`src/rtl/useq_io_harness_pkg.sv`:
```
// useq_harness_pkg: shared types, counter-width helpers and defaults for the useq I/O harness
package useq_harness_pkg;
  localparam int PORT_W_DEF = 8;
  typedef enum logic [1:0] {RX_IDLE, RX_POP, RX_HOLD} rx_state_t;
  // Reset counter must hold the value n itself.
  function automatic int rst_cnt_w(input int n);
    return $clog2(n + 1);
  endfunction
  // Divider counts 0..n-1; keep at least one bit so n=1 still elaborates.
  function automatic int div_cnt_w(input int n);
    return (n < 2) ? 1 : $clog2(n);
  endfunction
endpackage

```
`src/rtl/useq_io_harness_if.sv`:
```
// useq_io_harness_if: host byte stream and core FIFO strobe bundle
// master: host/core side driving tx stream, rx_ready and FIFO status
// slave: harness side driving tx_ready, rx stream and FIFO strobes
interface useq_io_harness_if import useq_harness_pkg::*; #(
  parameter int PORT_W = PORT_W_DEF
);
  logic [PORT_W-1:0] tx_data, rx_data, fifo_in, fifo_out;
  logic tx_valid, tx_ready, rx_valid, rx_ready;
  logic write_fifo, fifo_full, read_fifo, fifo_empty;
  modport master (
    output tx_data, tx_valid, rx_ready, fifo_full, fifo_out, fifo_empty,
    input tx_ready, rx_data, rx_valid, write_fifo, fifo_in, read_fifo
  );
  modport slave (
    input tx_data, tx_valid, rx_ready, fifo_full, fifo_out, fifo_empty,
    output tx_ready, rx_data, rx_valid, write_fifo, fifo_in, read_fifo
  );
endinterface

```
`src/rtl/useq_io_harness_sync.sv`:
```
// useq_sync: N-bit multi-flop synchroniser, cleared by rst
// ports: clk, rst, d (async in), q (synchronised out, STAGES cycles later)
module useq_sync import useq_harness_pkg::*; #(
  parameter int N = 1,
  parameter int STAGES = 2
) (
  input  logic         clk,
  input  logic         rst,
  input  logic [N-1:0] d,
  output logic [N-1:0] q
);
  logic [STAGES-1:0][N-1:0] s;
  always_ff @(posedge clk)
    if (rst) s <= '0;
    else s <= {s[STAGES-2:0], d};
  assign q = s[STAGES-1];
endmodule

```
`src/rtl/useq_io_harness.sv`:
```
// useq_io_harness: board-side reset stretcher, ticker, input sync and FIFO bridge for useq
// ports: clk, rst (sync, active high), ext_in (async), core_rst_n, i_port = {0, ext_sync, tick},
//        bus (slave side of useq_io_harness_if: tx/rx host stream and core FIFO strobes)
// optional: USEQ_HARNESS_EDGE_EN adds in_rise, a one-cycle pulse per rising ext_sync bit
module useq_io_harness import useq_harness_pkg::*; #(
  parameter int RST_CYCLES = 8,
  parameter int TICK_DIV = 2,
  parameter int N_IN = 6,
  parameter int SYNC_STAGES = 2,
  parameter int PORT_W = PORT_W_DEF
) (
  input  logic                            clk,
  input  logic                            rst,
  input  logic [(N_IN > 0 ? N_IN : 1)-1:0] ext_in,
  output logic                            core_rst_n,
  output logic [PORT_W-1:0]               i_port,
  useq_io_harness_if.slave                bus
`ifdef USEQ_HARNESS_EDGE_EN
  ,
  output logic [(N_IN > 0 ? N_IN : 1)-1:0] in_rise
`endif
);
  localparam int IN_W = N_IN > 0 ? N_IN : 1;
  localparam int RW = rst_cnt_w(RST_CYCLES);
  localparam int DW = div_cnt_w(TICK_DIV);
  logic [RW-1:0] rst_cnt;
  logic [DW-1:0] div;
  logic tick;
  logic [IN_W-1:0] ext_sync;
  logic tx_hs;
  rx_state_t rx_state;
  useq_sync #(.N(IN_W), .STAGES(SYNC_STAGES)) u_sync (
    .clk(clk),
    .rst(rst),
    .d(ext_in),
    .q(ext_sync)
  );
  // Counter freezes once the core is released.
  always_ff @(posedge clk)
    if (rst) begin
      rst_cnt <= '0;
      core_rst_n <= 1'b0;
    end else if (!core_rst_n) begin
      rst_cnt <= rst_cnt + 1'b1;
      core_rst_n <= rst_cnt == RW'(RST_CYCLES - 1);
    end
  always_ff @(posedge clk)
    if (rst || !core_rst_n) begin
      div <= '0;
      tick <= 1'b0;
    end else if (div == DW'(TICK_DIV - 1)) begin
      div <= '0;
      tick <= !tick;
    end else div <= div + 1'b1;
  always_comb begin
    i_port = '0;
    i_port[0] = tick;
    for (int i = 0; i < N_IN; i++) i_port[i+1] = ext_sync[i];
  end
  // Blocking on write_fifo limits tx to one byte per two cycles so fifo_full is current.
  assign bus.tx_ready = !rst && core_rst_n && !bus.fifo_full && !bus.write_fifo;
  assign tx_hs = bus.tx_valid && bus.tx_ready;
  always_ff @(posedge clk)
    if (rst) begin
      bus.write_fifo <= 1'b0;
      bus.fifo_in <= '0;
    end else begin
      bus.write_fifo <= tx_hs;
      if (tx_hs) bus.fifo_in <= bus.tx_data;
    end
  // fifo_out is sampled in RX_POP, the cycle the pop strobe is presented to the core.
  always_ff @(posedge clk)
    if (rst) begin
      rx_state <= RX_IDLE;
      bus.read_fifo <= 1'b0;
      bus.rx_valid <= 1'b0;
      bus.rx_data <= '0;
    end else
      case (rx_state)
        RX_IDLE:
          if (core_rst_n && !bus.fifo_empty) begin
            bus.read_fifo <= 1'b1;
            rx_state <= RX_POP;
          end
        RX_POP: begin
          bus.read_fifo <= 1'b0;
          bus.rx_data <= bus.fifo_out;
          bus.rx_valid <= 1'b1;
          rx_state <= RX_HOLD;
        end
        RX_HOLD:
          if (bus.rx_ready) begin
            bus.rx_valid <= 1'b0;
            rx_state <= RX_IDLE;
          end
        default: rx_state <= RX_IDLE;
      endcase
`ifdef USEQ_HARNESS_EDGE_EN
  logic [IN_W-1:0] sync_q;
  always_ff @(posedge clk)
    if (rst) begin
      sync_q <= '0;
      in_rise <= '0;
    end else begin
      sync_q <= ext_sync;
      in_rise <= core_rst_n ? ext_sync & ~sync_q : '0;
    end
`endif
endmodule
```
`src/flat_wrapper.sv`:
```
// flat-port wrapper written by rule: the top's interface ports become plain ports
module useq_io_harness_flat import useq_harness_pkg::*;
#(
  parameter int RST_CYCLES = 8,
  parameter int TICK_DIV = 2,
  parameter int N_IN = 6,
  parameter int SYNC_STAGES = 2,
  parameter int PORT_W = PORT_W_DEF
)
  (clk, rst, ext_in, core_rst_n, i_port, bus_tx_data, bus_tx_valid, bus_rx_ready, bus_fifo_full, bus_fifo_out, bus_fifo_empty, bus_tx_ready, bus_rx_data, bus_rx_valid, bus_write_fifo, bus_fifo_in, bus_read_fifo);
  useq_io_harness_if #(.PORT_W(PORT_W)) bus_i ();
  input  logic clk;
  input  logic rst;
  input  logic [(N_IN > 0 ? N_IN : 1)-1:0] ext_in;
  output logic core_rst_n;
  output logic [PORT_W-1:0] i_port;
  input wire logic [$bits(bus_i.tx_data)-1:0] bus_tx_data;
  input wire logic [$bits(bus_i.tx_valid)-1:0] bus_tx_valid;
  input wire logic [$bits(bus_i.rx_ready)-1:0] bus_rx_ready;
  input wire logic [$bits(bus_i.fifo_full)-1:0] bus_fifo_full;
  input wire logic [$bits(bus_i.fifo_out)-1:0] bus_fifo_out;
  input wire logic [$bits(bus_i.fifo_empty)-1:0] bus_fifo_empty;
  output wire logic [$bits(bus_i.tx_ready)-1:0] bus_tx_ready;
  output wire logic [$bits(bus_i.rx_data)-1:0] bus_rx_data;
  output wire logic [$bits(bus_i.rx_valid)-1:0] bus_rx_valid;
  output wire logic [$bits(bus_i.write_fifo)-1:0] bus_write_fifo;
  output wire logic [$bits(bus_i.fifo_in)-1:0] bus_fifo_in;
  output wire logic [$bits(bus_i.read_fifo)-1:0] bus_read_fifo;
  assign bus_i.tx_data = bus_tx_data;
  assign bus_i.tx_valid = bus_tx_valid;
  assign bus_i.rx_ready = bus_rx_ready;
  assign bus_i.fifo_full = bus_fifo_full;
  assign bus_i.fifo_out = bus_fifo_out;
  assign bus_i.fifo_empty = bus_fifo_empty;
  assign bus_tx_ready = bus_i.tx_ready;
  assign bus_rx_data = bus_i.rx_data;
  assign bus_rx_valid = bus_i.rx_valid;
  assign bus_write_fifo = bus_i.write_fifo;
  assign bus_fifo_in = bus_i.fifo_in;
  assign bus_read_fifo = bus_i.read_fifo;
  useq_io_harness #(.RST_CYCLES(RST_CYCLES), .TICK_DIV(TICK_DIV), .N_IN(N_IN), .SYNC_STAGES(SYNC_STAGES), .PORT_W(PORT_W)) u_core (.clk(clk), .rst(rst), .ext_in(ext_in), .core_rst_n(core_rst_n), .i_port(i_port), .bus(bus_i));
endmodule
```
`config.mk`:
```
export PLATFORM = sky130hd
export DESIGN_NAME = useq_io_harness_flat
export DESIGN_NICKNAME = d
export VERILOG_FILES = /design/src/rtl/useq_io_harness_pkg.sv /design/src/rtl/useq_io_harness_if.sv /design/src/rtl/useq_io_harness_sync.sv /design/src/rtl/useq_io_harness.sv /design/src/flat_wrapper.sv
export SDC_FILE = /design/constraint.sdc
export NUM_CORES = 1
export LEC_CHECK = 0
export CAP_MARGIN = 20
export CORE_MARGIN = 2
export CORE_UTILIZATION = 30
export CTS_BUF_LIST = sky130_fd_sc_hd__clkbuf_4
export DETAILED_ROUTE_END_ITERATION = 16
export HOLD_SLACK_MARGIN = 0.03
export SYNTH_ARGS = -nofsm -noshare
export SYNTH_HDL_FRONTEND = slang
export SYNTH_HIERARCHICAL = 1
export SYNTH_SLANG_ARGS = --single-unit
```
`constraint.sdc`:
```
create_clock -name clk -period 1.9 [get_ports clk]
set_input_delay 0.19 -clock clk [delete_from_list [all_inputs] [get_ports clk]]
set_output_delay 0.19 -clock clk [all_outputs]
set_load 0.01 [all_outputs]
```
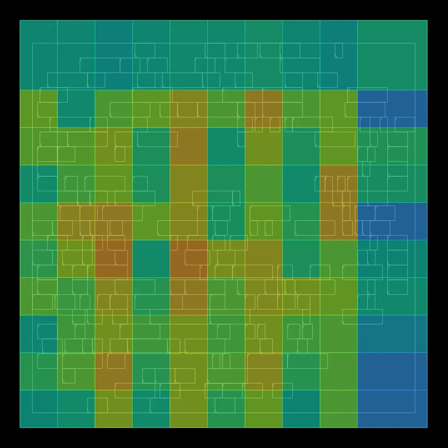
(run_1/congestion.png)
post-DR wirelength/cell: 10.6 µm
met3 Use GR: 0.0361
global route hottest layer: met2

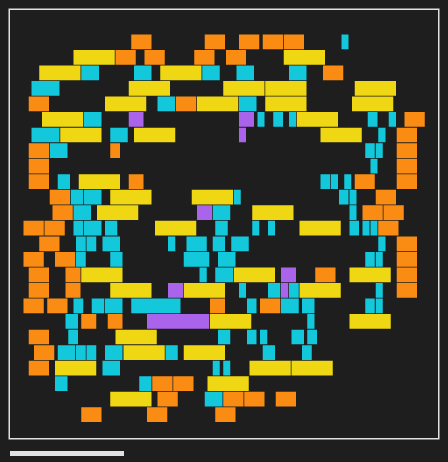
(run_1/placement_by_type.png)
Bar = 20 µm.
Cyan shows combinational and other logic, cells 93, share of their area 29%. Purple shows clock drivers and dummy loads, cells 8, share of their area 3.6%. Orange shows remaining buffers and delay cells, cells 61, share of their area 29%. Yellow shows sequential cells, cells 40, share of their area 39%.
fraction of area in registers: 0.374
Core Box Area: 4790 µm²
Final Instance Area: 2140 µm²

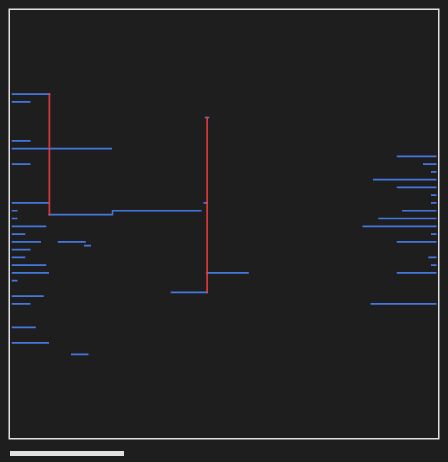
(run_1/wires.png)
Bar = 20 µm. Two of the layers only.
Blue shows metal 3, wire length 222 µm. Red shows metal 4, wire length 51.7 µm.

==> impl_metrics.tcl, run 1 <==
# metrics dict for downstream scripts
set metrics [dict create \
    n_all_inverters 1 \
    drive_above_1_share 0.168 \
    min_to "u_core/bus.fifo_in[7]" \
    ant_nets 0 \
    reg2reg_depth 3 \
    num-nets-final 230 \
    crit_required_ns 1.71 \
    syn_area_um2 1510 \
    synth.most_common_cell "dfxtp_1" \
    crit_start "bus_fifo_full" \
    grt_max_degree 38 \
    syn2layout_area_growth_pct 41.9 \
    cts_setup_buffers 0 \
    whs_ns 0.350 \
    top_cells_by_count "dfxtp_1, nand2_1, a21oi_1, nand2b_1" \
    gp_congestion 0.666 \
    diodes 0 \
    power.switching_mw 0.312 \
    status "complete, no violations" \
    final_core_util 0.447 \
    yosysTopAreaCellShare 0.531 \
    clock_path_buffers 2 \
    clockBufferCount 5 \
    drtIter0Drc 45 \
    yosys_register_bits 40 \
    powerClk_mw 0.532 \
    cp-endpoint "bus_tx_ready" \
    io_pins 57 \
    place_inst 261 \
    cts_root_buf "clkbuf_4" \
    clkCellAreaFrac 0.0351 \
    holdCritStartpoint "rst" \
    critPathKind "in -> out" \
    startpoint_type "primary input" \
    hold-path-cell-count 5 \
    clock_sinks 40 \
    seq-power_mw 0.865 \
    numCtsBuffers 5 \
    setup_slack_ns 0.190 \
    die_h_um 74.9 \
    hold_path.class "in -> reg" \
    ys_chip_area_um2 1510 \
    aoi_share 0.0871 \
    grtUsageTotal 0.108 \
    totalWireLength_um 2840 \
    maxCapViolations 0 \
    cts_tree "done" \
    h-tree-depth 2 \
    critPathMostFrequentCell "clkdlybuf4s50_1" \
    max_freq_ghz 0.585 \
    r2r_slack_ns 0.58 \
    setup_viol 0 \
    period_used_share 0.900 \
    buffers 61 \
    worst_clock_skew_ns 0.0108 \
    cts_resized 0 \
    insertion_delay_ns 0.34 \
    switching_share 0.205 \
    mux_share 0.00663 \
    drc 0 \
]
-- run 1: critical path, delay by kind of cell --
family,cells,cell delay [ns]
and+or+nand+nor,1,0.30
buffers and inverters,2,1.03
-- run 1: layer usage --
layer | global-route usage | routed length [µm] | vias to the layer above
li1 | - | - | 576
met1 | 0.135 | 1350 | 496
met2 | 0.171 | 1220 | 46
met3 | 0.0361 | 221 | 6
met4 | 0.0476 | 51 | 0
met5 | 0 | 0 | -
-- run 1: state kept, by name, summed over array words and instances (netlist names) --
register / cells
u_core/bus.fifo_in: 8
u_core/bus.read_fifo: 1
u_core/bus.rx_data: 8
u_core/bus.rx_valid: 1
u_core/bus.write_fifo: 1
u_core/core_rst_n: 1
u_core/div: 1
u_core/rst_cnt: 4
u_core/rx_state: 2
u_core/tick: 1
u_core/u_sync/q: 6
u_core/u_sync/s: 6
==> inputs of run 2 (changes only) <==
Settings changed: GPL_ROUTABILITY_DRIVEN set to 0, SKIP_CTS_REPAIR_TIMING set to 1, SYNTH_HIERARCHICAL 1 to unset.
==> run 2 against run 1 <==
Clock skew grew 0.0018 ns. First-iteration DRC count decreased by 8.9%. Routed wire length grew 0.85%. Area after synthesis down 3.1%. Utilization down 0.71 points. Sequential cell count stayed put. Count of clock-buffer cells in the layout grew 2. Clock power decreased by about 20%. Die size down 2.9%.
==> impl_metrics.tcl, run 2 <==
# metrics dict for downstream scripts
set metrics [dict create \
    grtUsageTotal 0.110 \
    max_freq_ghz 0.579 \
    ant_nets 0 \
    io_pins 57 \
    top_layer_used "met4" \
    hold_path.class "in -> reg" \
    cts_root_buf "clkbuf_4" \
    drtIter0Drc 41 \
    top_cells_by_count "dfxtp_1, nand2_1, nor2b_1, a21oi_1" \
    diodes 0 \
    num-nets-final 228 \
    clock_sinks 40 \
    reg.largest.list "u_core.bus.fifo_in (8), u_core.bus.rx_data (8)" \
    whs_ns 0.387 \
    busiest_layer "met2" \
    synth_top_cell_by_area "dfxtp_1" \
    insertion_delay_ns 0.34 \
    h-tree-depth 2 \
    met2_usage 0.163 \
    min_to "u_core.u_sync.s[2]" \
    synth.most_common_cell "dfxtp_1" \
    fin_cells 267 \
    drc 0 \
    met2_length_um 1200 \
    setup_viol 0 \
    status "complete, no violations" \
    maxCapViolations 0 \
    r2r_slack_ns 0.63 \
    holdCritStartpoint "ext_in[2]" \
    worst_clock_skew_ns 0.0126 \
    wl_met3_um 201 \
    period_used_share 0.909 \
    cts_tree "done" \
    hold-path-cell-count 2 \
    crit_start "rst" \
    grt_max_degree 38 \
    drt-met1-wl_um 1420 \
    ys_chip_area_um2 1460 \
    n_all_inverters 1 \
    startpoint_type "primary input" \
    clkCellAreaFrac 0.0271 \
    critPathKind "in -> out" \
    totalWireLength_um 2860 \
    syn_area_um2 1460 \
    crit_required_ns 1.71 \
    cp-endpoint "bus_tx_ready" \
    wl_per_cell_um 10.7 \
    clockBufferCount 7 \
    use_met1 0.140 \
    yosysTopAreaCellShare 0.547 \
    total_power_mw 1.41 \
    place_inst 259 \
    yosysWarnings 0 \
    setup_slack_ns 0.174 \
    syn2layout_area_growth_pct 42.2 \
    die_h_um 73.8 \
    reg2reg_depth 5 \
    grt_setup_unrepaired "false" \
    gr-usage-met3 0.0494 \
    regArea_um2 801 \
    numCtsBuffers 5 \
    drive_above_1_share 0.115 \
]
## run 2: cell families (layout without fill, tap and decap cells)
group / after synthesis / count (layout) / synth area share
flip-flops: 40 / 40 / 0.547
AND/OR/NAND/NOR: 64 / 64 / 0.242
other: 1 / 1 / 0.00256
adder cells (fa/ha/maj): 1 / 1 / 0.00855
XOR/XNOR: 4 / 4 / 0.0240
buffers and inverters: 18 / 69 / 0.0787
multiplexers: 1 / 1 / 0.00684
AND-OR/OR-AND: 20 / 20 / 0.0898
## run 2: critical path, cell delays in order
cell and delay, ns:
clkdlybuf4s50_1 0.45, nor4b_4 0.31, clkdlybuf4s50_1 0.59
## run 2: power breakdown
group | switching, mW | internal (mW) | total (mW)
clock | 0.254 | 0.171 | 0.426
combinational | 0.0386 | 0.0776 | 0.116
sequential | 0.00800 | 0.857 | 0.865
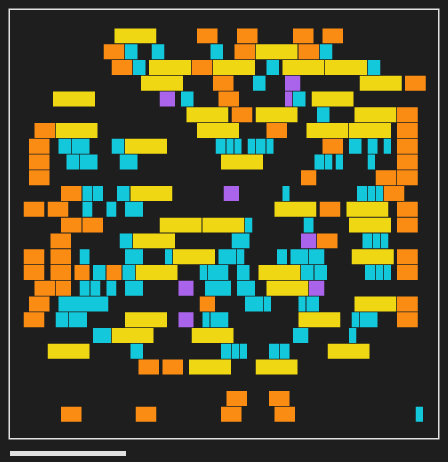
(run_2/placement_by_type.png)
Bar = 20 µm.
Orange shows remaining buffers and delay cells, cells 60, share of their area 29%. Yellow shows sequential cells, cells 40, share of their area 40%. Cyan shows combinational and other logic, cells 92, share of their area 28%. Purple shows clock drivers and dummy loads, cells 8, share of their area 2.8%.
Core Box Area: 4720 µm²
Final Instance Area: 2080 µm²
fraction of area in registers: 0.385
row count: 25
Final Util: 0.440

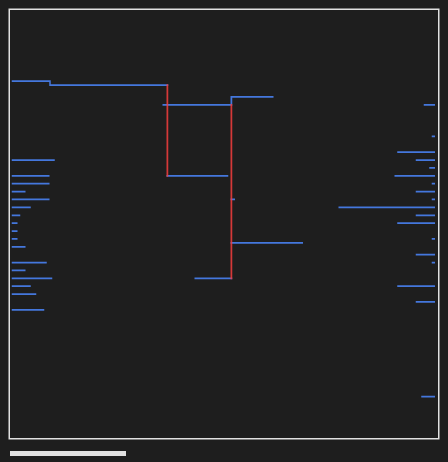
(run_2/wires.png)
Bar = 20 µm. Two of the layers only.
Blue shows metal 3, wire length 201 µm. Red shows metal 4, wire length 45.6 µm.

Power figures rest on the tool's default switching activity, not on a simulated workload.
